$ cat src/rtl/root_seq_ctrl_if.sv
`default_nettype none
// =============================================================================
// Module   : root_seq_ctrl_if
// Brief    : Job, generator and packed-word stream signals of root_seq_ctrl
// Revision : 1.0
// =============================================================================
interface root_seq_ctrl_if #(
    parameter int LEN_W   = 16,
    parameter int WORD_NT = 16
);
    logic                   start;
    logic [LEN_W-1:0]       seq_len;
    logic [9:0]             freq_a;
    logic [9:0]             freq_c;
    logic [9:0]             freq_g;
    logic [9:0]             freq_t;
    logic [9:0]             cfg_prob_a;
    logic [9:0]             cfg_prob_c;
    logic [9:0]             cfg_prob_g;
    logic [9:0]             cfg_prob_t;
    logic                   rg_req;
    logic [1:0]             rg_nt;
    logic [2*WORD_NT-1:0]   out_data;
    logic                   out_valid;
    logic                   out_ready;
    logic                   out_last;
    logic                   busy;
    logic                   done;
    logic                   err;

    modport slave (
        input  start, seq_len, freq_a, freq_c, freq_g, freq_t, rg_nt, out_ready,
        output cfg_prob_a, cfg_prob_c, cfg_prob_g, cfg_prob_t, rg_req,
               out_data, out_valid, out_last, busy, done, err
    );

    modport master (
        output start, seq_len, freq_a, freq_c, freq_g, freq_t, rg_nt, out_ready,
        input  cfg_prob_a, cfg_prob_c, cfg_prob_g, cfg_prob_t, rg_req,
               out_data, out_valid, out_last, busy, done, err
    );
endinterface
`default_nettype wire

$ cat src/rtl/root_seq_ctrl.sv
`default_nettype none
// =============================================================================
// Module   : root_seq_ctrl
// Brief    : Validates a nucleotide frequency job, paces the random generator
//            and packs its 2-bit results into valid/ready output words
// Revision : 1.0
// =============================================================================
module root_seq_ctrl #(
    parameter int LEN_W   = 16,
    parameter int WORD_NT = 16,
    parameter int RG_LAT  = 2
) (
    input  logic           clk,
    input  logic           reset_n,
    root_seq_ctrl_if.slave bus
);
    localparam int c_IDX_W = $clog2(WORD_NT + 1);
    localparam int c_WC_W  = (RG_LAT > 1) ? $clog2(RG_LAT) : 1;
    localparam logic [c_IDX_W-1:0] c_IDX_FULL  = c_IDX_W'(WORD_NT);
    localparam logic [c_WC_W-1:0]  c_WC_LAST   = c_WC_W'(RG_LAT - 1);
    localparam logic [11:0]        c_FREQ_SUM  = 12'd1000;

    typedef enum logic [2:0] {
        ST_IDLE  = 3'd0,
        ST_CHECK = 3'd1,
        ST_ISSUE = 3'd2,
        ST_WAIT  = 3'd3,
        ST_OUT   = 3'd4
    } state_t;

    state_t                 r_state;
    state_t                 w_state_nxt;
    logic [LEN_W-1:0]       r_len;
    logic [LEN_W-1:0]       r_total;
    logic [c_IDX_W-1:0]     r_idx;
    logic [c_WC_W-1:0]      r_wcnt;
    logic [2*WORD_NT-1:0]   r_pack;
    logic [9:0]             r_cfg_a;
    logic [9:0]             r_cfg_c;
    logic [9:0]             r_cfg_g;
    logic [9:0]             r_cfg_t;
    logic                   r_done;
    logic                   r_err;

    logic [11:0]            w_sum;
    logic                   w_sum_bad;
    logic                   w_len_zero;
    logic                   w_wait_last;
    logic [c_IDX_W-1:0]     w_idx_inc;
    logic                   w_word_full;
    logic                   w_all_done;
    logic                   w_last;
    logic                   w_rg_req;
    logic                   w_out_valid;
    logic                   w_out_last;
    logic                   w_busy;

    // Widened before adding so an out-of-range set can never alias to 1000.
    assign w_sum       = {2'b00, r_cfg_a} + {2'b00, r_cfg_c} + {2'b00, r_cfg_g} + {2'b00, r_cfg_t};
    assign w_sum_bad   = (w_sum != c_FREQ_SUM);
    assign w_len_zero  = (r_len == '0);
    assign w_wait_last = (r_wcnt == c_WC_LAST);
    assign w_idx_inc   = r_idx + 1'b1;
    assign w_word_full = (w_idx_inc == c_IDX_FULL);
    assign w_all_done  = ((r_total + 1'b1) == r_len);
    assign w_last      = (r_total == r_len);

    always_ff @(posedge clk or negedge reset_n) begin
        if (!reset_n) begin
            r_state <= ST_IDLE;
        end else begin
            r_state <= w_state_nxt;
        end
    end

    always_comb begin
        w_state_nxt = r_state;
        w_rg_req    = 1'b0;
        w_out_valid = 1'b0;
        w_out_last  = 1'b0;
        w_busy      = 1'b1;
        case (r_state)
            ST_IDLE: begin
                w_busy = 1'b0;
                if (bus.start) begin
                    w_state_nxt = ST_CHECK;
                end
            end
            ST_CHECK: begin
                w_state_nxt = (w_sum_bad || w_len_zero) ? ST_IDLE : ST_ISSUE;
            end
            ST_ISSUE: begin
                w_rg_req    = 1'b1;
                w_state_nxt = ST_WAIT;
            end
            ST_WAIT: begin
                if (w_wait_last) begin
                    w_state_nxt = (w_word_full || w_all_done) ? ST_OUT : ST_ISSUE;
                end
            end
            ST_OUT: begin
                w_out_valid = 1'b1;
                w_out_last  = w_last;
                if (bus.out_ready) begin
                    w_state_nxt = w_last ? ST_IDLE : ST_ISSUE;
                end
            end
            default: begin
                w_state_nxt = ST_IDLE;
            end
        endcase
    end

    always_ff @(posedge clk or negedge reset_n) begin
        if (!reset_n) begin
            r_len   <= '0;
            r_total <= '0;
            r_idx   <= '0;
            r_wcnt  <= '0;
            r_pack  <= '0;
            r_cfg_a <= '0;
            r_cfg_c <= '0;
            r_cfg_g <= '0;
            r_cfg_t <= '0;
            r_done  <= 1'b0;
            r_err   <= 1'b0;
        end else begin
            r_done <= 1'b0;
            case (r_state)
                ST_IDLE: begin
                    if (bus.start) begin
                        r_len   <= bus.seq_len;
                        r_cfg_a <= bus.freq_a;
                        r_cfg_c <= bus.freq_c;
                        r_cfg_g <= bus.freq_g;
                        r_cfg_t <= bus.freq_t;
                        r_err   <= 1'b0;
                    end
                end
                ST_CHECK: begin
                    if (w_sum_bad) begin
                        r_err  <= 1'b1;
                        r_done <= 1'b1;
                    end else if (w_len_zero) begin
                        r_done <= 1'b1;
                    end else begin
                        r_idx   <= '0;
                        r_total <= '0;
                        r_pack  <= '0;
                    end
                end
                ST_ISSUE: begin
                    r_wcnt <= '0;
                end
                ST_WAIT: begin
                    if (w_wait_last) begin
                        for (int i = 0; i < WORD_NT; i++) begin
                            if (r_idx == c_IDX_W'(i)) begin
                                r_pack[2*i +: 2] <= bus.rg_nt;
                            end
                        end
                        r_idx   <= w_idx_inc;
                        r_total <= r_total + 1'b1;
                    end else begin
                        r_wcnt <= r_wcnt + 1'b1;
                    end
                end
                ST_OUT: begin
                    // Clearing on every accept keeps unfilled slots of the next word at zero.
                    if (bus.out_ready) begin
                        r_pack <= '0;
                        r_idx  <= '0;
                        if (w_last) begin
                            r_done <= 1'b1;
                        end
                    end
                end
                default: begin
                end
            endcase
        end
    end

    assign bus.cfg_prob_a = r_cfg_a;
    assign bus.cfg_prob_c = r_cfg_c;
    assign bus.cfg_prob_g = r_cfg_g;
    assign bus.cfg_prob_t = r_cfg_t;
    assign bus.rg_req     = w_rg_req;
    assign bus.out_data   = r_pack;
    assign bus.out_valid  = w_out_valid;
    assign bus.out_last   = w_out_last;
    assign bus.busy       = w_busy;
    assign bus.done       = r_done;
    assign bus.err        = r_err;
endmodule
`default_nettype wire
$ cat src/flat_wrapper.sv
// flat-port wrapper written by rule: the top's interface ports become plain ports
module root_seq_ctrl_flat 
#(
    parameter int LEN_W   = 16,
    parameter int WORD_NT = 16,
    parameter int RG_LAT  = 2
)
  (clk, reset_n, bus_start, bus_seq_len, bus_freq_a, bus_freq_c, bus_freq_g, bus_freq_t, bus_rg_nt, bus_out_ready, bus_cfg_prob_a, bus_cfg_prob_c, bus_cfg_prob_g, bus_cfg_prob_t, bus_rg_req, bus_out_data, bus_out_valid, bus_out_last, bus_busy, bus_done, bus_err);
  root_seq_ctrl_if #(.LEN_W(LEN_W), .WORD_NT(WORD_NT)) bus_i ();
  input  logic clk;
  input  logic reset_n;
  input wire logic [$bits(bus_i.start)-1:0] bus_start;
  input wire logic [$bits(bus_i.seq_len)-1:0] bus_seq_len;
  input wire logic [$bits(bus_i.freq_a)-1:0] bus_freq_a;
  input wire logic [$bits(bus_i.freq_c)-1:0] bus_freq_c;
  input wire logic [$bits(bus_i.freq_g)-1:0] bus_freq_g;
  input wire logic [$bits(bus_i.freq_t)-1:0] bus_freq_t;
  input wire logic [$bits(bus_i.rg_nt)-1:0] bus_rg_nt;
  input wire logic [$bits(bus_i.out_ready)-1:0] bus_out_ready;
  output wire logic [$bits(bus_i.cfg_prob_a)-1:0] bus_cfg_prob_a;
  output wire logic [$bits(bus_i.cfg_prob_c)-1:0] bus_cfg_prob_c;
  output wire logic [$bits(bus_i.cfg_prob_g)-1:0] bus_cfg_prob_g;
  output wire logic [$bits(bus_i.cfg_prob_t)-1:0] bus_cfg_prob_t;
  output wire logic [$bits(bus_i.rg_req)-1:0] bus_rg_req;
  output wire logic [$bits(bus_i.out_data)-1:0] bus_out_data;
  output wire logic [$bits(bus_i.out_valid)-1:0] bus_out_valid;
  output wire logic [$bits(bus_i.out_last)-1:0] bus_out_last;
  output wire logic [$bits(bus_i.busy)-1:0] bus_busy;
  output wire logic [$bits(bus_i.done)-1:0] bus_done;
  output wire logic [$bits(bus_i.err)-1:0] bus_err;
  assign bus_i.start = bus_start;
  assign bus_i.seq_len = bus_seq_len;
  assign bus_i.freq_a = bus_freq_a;
  assign bus_i.freq_c = bus_freq_c;
  assign bus_i.freq_g = bus_freq_g;
  assign bus_i.freq_t = bus_freq_t;
  assign bus_i.rg_nt = bus_rg_nt;
  assign bus_i.out_ready = bus_out_ready;
  assign bus_cfg_prob_a = bus_i.cfg_prob_a;
  assign bus_cfg_prob_c = bus_i.cfg_prob_c;
  assign bus_cfg_prob_g = bus_i.cfg_prob_g;
  assign bus_cfg_prob_t = bus_i.cfg_prob_t;
  assign bus_rg_req = bus_i.rg_req;
  assign bus_out_data = bus_i.out_data;
  assign bus_out_valid = bus_i.out_valid;
  assign bus_out_last = bus_i.out_last;
  assign bus_busy = bus_i.busy;
  assign bus_done = bus_i.done;
  assign bus_err = bus_i.err;
  root_seq_ctrl #(.LEN_W(LEN_W), .WORD_NT(WORD_NT), .RG_LAT(RG_LAT)) u_core (.clk(clk), .reset_n(reset_n), .bus(bus_i));
endmodule
$ cat config.mk
export PLATFORM = sky130hd
export DESIGN_NAME = root_seq_ctrl_flat
export DESIGN_NICKNAME = d
export VERILOG_FILES = /design/src/rtl/root_seq_ctrl_if.sv /design/src/rtl/root_seq_ctrl.sv /design/src/flat_wrapper.sv
export SDC_FILE = /design/constraint.sdc
export NUM_CORES = 1
export LEC_CHECK = 0
export CAP_MARGIN = 15
export CORE_MARGIN = 1.5
export CORE_UTILIZATION = 45
export DETAILED_ROUTE_END_ITERATION = 10
export PLACE_DENSITY = 0.79
export SLEW_MARGIN = 5
export SYNTH_ARGS = -nofsm -noshare
export SYNTH_HDL_FRONTEND = slang
export SYNTH_SLANG_ARGS = --single-unit
$ cat constraint.sdc
create_clock -name clk -period 10.7 [get_ports clk]
set_input_delay 1.605 -clock clk [delete_from_list [all_inputs] [get_ports clk]]
set_output_delay 1.605 -clock clk [all_outputs]
set_load 0.01 [all_outputs]
The clock network:
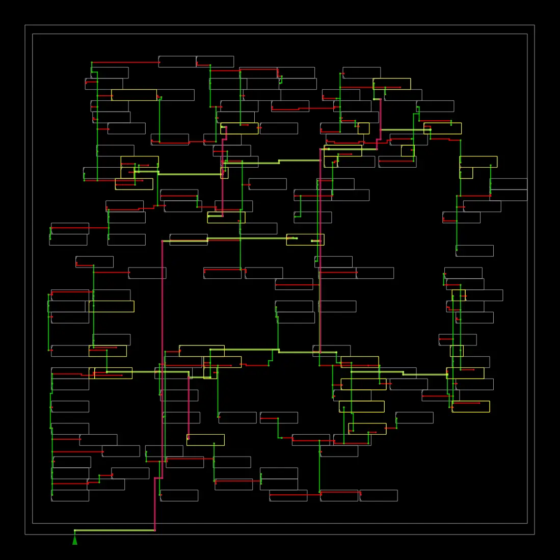
worst-case clock skew: 8.355 ps
Clk power: 627 uW

Signal wires by layer:
(4 px per um)
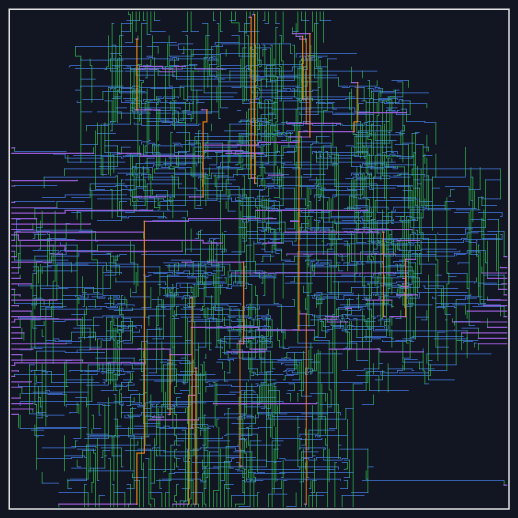
[blue] M1 | wire length: 7,260 um
[green] M2 | wire length: 7,390 um
[orange] M4 | wire length: 564 um
[purple] M3 | wire length: 1,080 um
final wirelength: 16,290 um
Total Routing Usage GR: 0.2204
DR vias: 5,452
DR WL/cell: 16.47 um

Floorplan with the power grid:
(3 px per um) Pins as bars on the die edge.
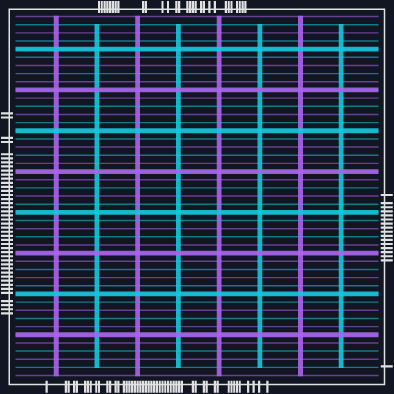
[purple] VSS
[cyan] VDD
signal pins: 140
rows: 44
met1 rails: 45
peak supply drop: 0.1750 mV
die width: 124.6 um
Die Height: 124.6 um

power by group through the flow:
stage / Clock, uW / Sequential (uW) / Combinational (uW)
after floorplan: 0 / 578 / 819
after global placement: 0 / 570 / 1130
after detailed placement: 0 / 572 / 1160
after CTS: 637 / 566 / 1170
after global routing: 661 / 577 / 1320
final: 627 / 566 / 1170
how the worst max path moves through the flow:
stage               cells after the start                                 start                                   to
global route                           18  u_core.bus.cfg_prob_c[1]$_DFFE_PN0P_          u_core.r_idx[0]$_DFFE_PN0P_
detailed placement                     17  u_core.bus.cfg_prob_c[1]$_DFFE_PN0P_          u_core.r_idx[0]$_DFFE_PN0P_
CTS                                    17  u_core.bus.cfg_prob_c[1]$_DFFE_PN0P_          u_core.r_idx[0]$_DFFE_PN0P_
floorplan                              18  u_core.bus.cfg_prob_c[1]$_DFFE_PN0P_  u_core.bus.out_data[15]$_DFFE_PN0P_
global placement                       17  u_core.bus.cfg_prob_c[1]$_DFFE_PN0P_          u_core.r_idx[0]$_DFFE_PN0P_
finish                                 17  u_core.bus.cfg_prob_c[1]$_DFFE_PN0P_          u_core.r_idx[0]$_DFFE_PN0P_
registers in the layout (all words and copies together) (netlist names):
name / count
u_core.bus.out_data: 32
u_core.r_len: 16
u_core.r_total: 16
u_core.bus.cfg_prob_a: 10
u_core.bus.cfg_prob_c: 10
u_core.bus.cfg_prob_g: 10
u_core.bus.cfg_prob_t: 10
u_core.r_idx: 5
u_core.r_state: 3
u_core.bus.done: 1
u_core.bus.err: 1
u_core.r_wcnt: 1
cells by family (layout without fill, tap and decap cells):
logic type,after synthesis,count (layout),share of synthesized area
and+or+nand+nor,167,167,0.1377
AOI/OAI and AO/OA,155,155,0.1569
DFF,115,115,0.4327
buffers and inverters,104,246,0.06264
xor gates and xnor gates,42,42,0.05643
muxes,41,41,0.06866
adders and majority gates,38,38,0.08503
other,0,1,0
cells in the mapped netlist, drive strengths merged, types with 6 or more instances:
cell / number
nor3: 11
nand3: 14
xnor2: 22
o2bb2ai: 9
nand4: 15
xor2: 20
or3: 6
a21oi: 20
a22o: 26
inv: 72
o22ai: 29
dfrtp: 115
nor2: 23
fa: 12
and3: 6
o21ai: 43
nand2: 48
nor3b: 9
clkbuf: 18
mux2: 37
buf: 13
nor4: 12
ha: 26
stage by stage:
| stage | power (uW) | instance area, um^2 | std cells | hold WS, ps |
|---|---|---|---|---|
| 3_5_place_dp | 1729 | 8150 | 956 | 480.1 |
| 2_1_floorplan | 1397 | 6651 | 662 | 457.7 |
| 4_1_cts | 2369 | 8803 | 988 | 497.1 |
| 5_1_grt | 2555 | 8803 | 988 | 521.8 |
| 3_3_place_gp | 1700 | 8150 | 956 | 482.3 |
| 6_report | 2365 | 8806 | 989 | 494.4 |
cell type report:
cell class | count | area, um^2
antenna | 1 | 2.502
inverter | 73 | 274.0
multi-input combinational | 443 | 3364
clock inverter | 14 | 224.0
tap | 184 | 230.2
timing repair buffer | 141 | 1404
sequential | 115 | 2878
fill | 1174 | 5673
clock buffer | 18 | 429.2
critical path: cells and delay by family, from the launching register on:
family	cells	cell delay (ps)
compound gates	7	2220
flops	1	400
simple gates	3	660
buf+inv	1	40
fa+ha+maj	3	1150
mux	1	320
xor+xnor	2	270
==> results.sh <==
# physical design summary
export IMPL_status="completed"
export IMPL_cts_buffers=17
export IMPL_clock_root_buffer="clkbuf_16"
export IMPL_drc=0
export IMPL_min_path_cells=1
export IMPL_grt_pass1_wl_um=27430
export IMPL_core_area_um2=14480
export IMPL_cts_resized=0
export IMPL_numPortBuffers=139
export IMPL_power_frac_seq=0.239
export IMPL_grt_busiest_layer="met2"
export IMPL_avgSynthCellArea_um2=10.05
export IMPL_post_cts_buffers=0
export IMPL_drt_iter0_drc=411
export IMPL_crit_type="flop to flop"
export IMPL_clockBufferDepth=2
export IMPL_utilization=0.6082
export IMPL_syn_area_um2=6651
export IMPL_synth_area_top_cells="dfrtp_1 (43%), mux2_2 (6.3%), ha_1 (4.9%)"
export IMPL_period_minus_slack_ps=5207
export IMPL_die_area_um2=15520
export IMPL_slew_viol_final=0
export IMPL_io_pins=140
export IMPL_synth_chip_area_um2=6651
export IMPL_lay_top_count="clkdlybuf4s50_1"
export IMPL_routed_top_layer="met4"
export IMPL_cts_clk_slew_worst_paths_ps=60
export IMPL_start_kind="flop"
export IMPL_warning_count=29
export IMPL_required_ps=11010
export IMPL_flop_cell="dfrtp_1"
export IMPL_met3_length_um=1080
export IMPL_timing_final_crit_share=0.4867
export IMPL_dpl_hpwl_um=11560
export IMPL_synth_edff_count=0
export IMPL_top_area_frac=0.4327
export IMPL_power_density_nw_per_um2=268.6
export IMPL_internal_power_uw=1459
export IMPL_area_delta_synth_final_pct=32.39
export IMPL_arrival_ps=5510
export IMPL_clock_power_share=0.265
export IMPL_grt_start_max_net_pins=78
export IMPL_fp_util=0.4594
export IMPL_synthArstFlopShare=1.000
export IMPL_cts_tree="built"
export IMPL_num_rows=44
export IMPL_synth_cell_type_count=64
export IMPL_holdPathEnd="u_core.bus.out_data[24]$_DFFE_PN0P_"
export IMPL_final_cell_mix="clkdlybuf4s50_1 (138), dfrtp_1 (115), inv_1 (72)"
export IMPL_setup_tns_ps=0
export IMPL_htreeDepth=4
export IMPL_reg2reg_depth=17
export IMPL_use_met2=0.3358
export IMPL_ys_warn_count=0
export IMPL_wl_met1_um=7256
export IMPL_ff2ff_setup_slack_ps=5490
export IMPL_fp_nets=762
export IMPL_hold_class="flop to flop"
export IMPL_swShare=0.3831
export IMPL_p_switching_uw=906.0
export IMPL_fmax_mhz=192.0
export IMPL_grt_ovfl_total=0
export IMPL_antenna_found_initial=1
export IMPL_finalHoldViolCount=0
export IMPL_slowest_stage="o21ai_4"
export IMPL_crit_chain="ha_1, a21o_1, a21oi_1, o21bai_1, a2111oi_0, o31ai_1, a21oi_1, xor2_1, fa_1, inv_1, ha_1, xor2_1, nand4_1, or2_2, o21ai_4, nor2_1, mux2_2"
export IMPL_viasPerCell=5.513
export IMPL_timing_rr_end="u_core.r_idx[0]$_DFFE_PN0P_"
export IMPL_cp_max_fo=36
export IMPL_slew_headroom=0.3723
export IMPL_min_delay_start="u_core.bus.out_data[24]$_DFFE_PN0P_"
export IMPL_max_stage_delay_ps=730
export IMPL_dpl_worst_slack_ps=5532
export IMPL_power_leakage_uw=0.003775
export IMPL_tightestPinTransition_ps=938.1
export IMPL_endpoint_kind="flop"
export IMPL_gp_congestion=0.8299
export IMPL_finalNetCount=891
export IMPL_grt_pass1_vias=5601
export IMPL_use_met3=0.07002
export IMPL_synthCells=662
export IMPL_layout_setup_ws_ps=5493
export IMPL_wl_met2_um=7389
export IMPL_dr_pass1_iters=5
export IMPL_cts_sinks=115
export IMPL_drive_gt1_frac=0.1082
export IMPL_synth_top_cell_by_area="dfrtp_1"
export IMPL_grt_use_met1=0.2822
export IMPL_ys_flops=115
export IMPL_clock_latency_ps=420
export IMPL_combPwrFrac=0.496
export IMPL_drv_cap=0
export IMPL_ys_cells=662
export IMPL_postSynthSeqShare=0.4327
export IMPL_antenna_left=0
export IMPL_rsz0062_at_grt="no"
export IMPL_reg2reg_from="u_core.bus.cfg_prob_c[1]$_DFFE_PN0P_"
export IMPL_setup_viol=0
export IMPL_cts_hold_buffers=0
No activity file was given, so power comes from the tool's default toggle rates.
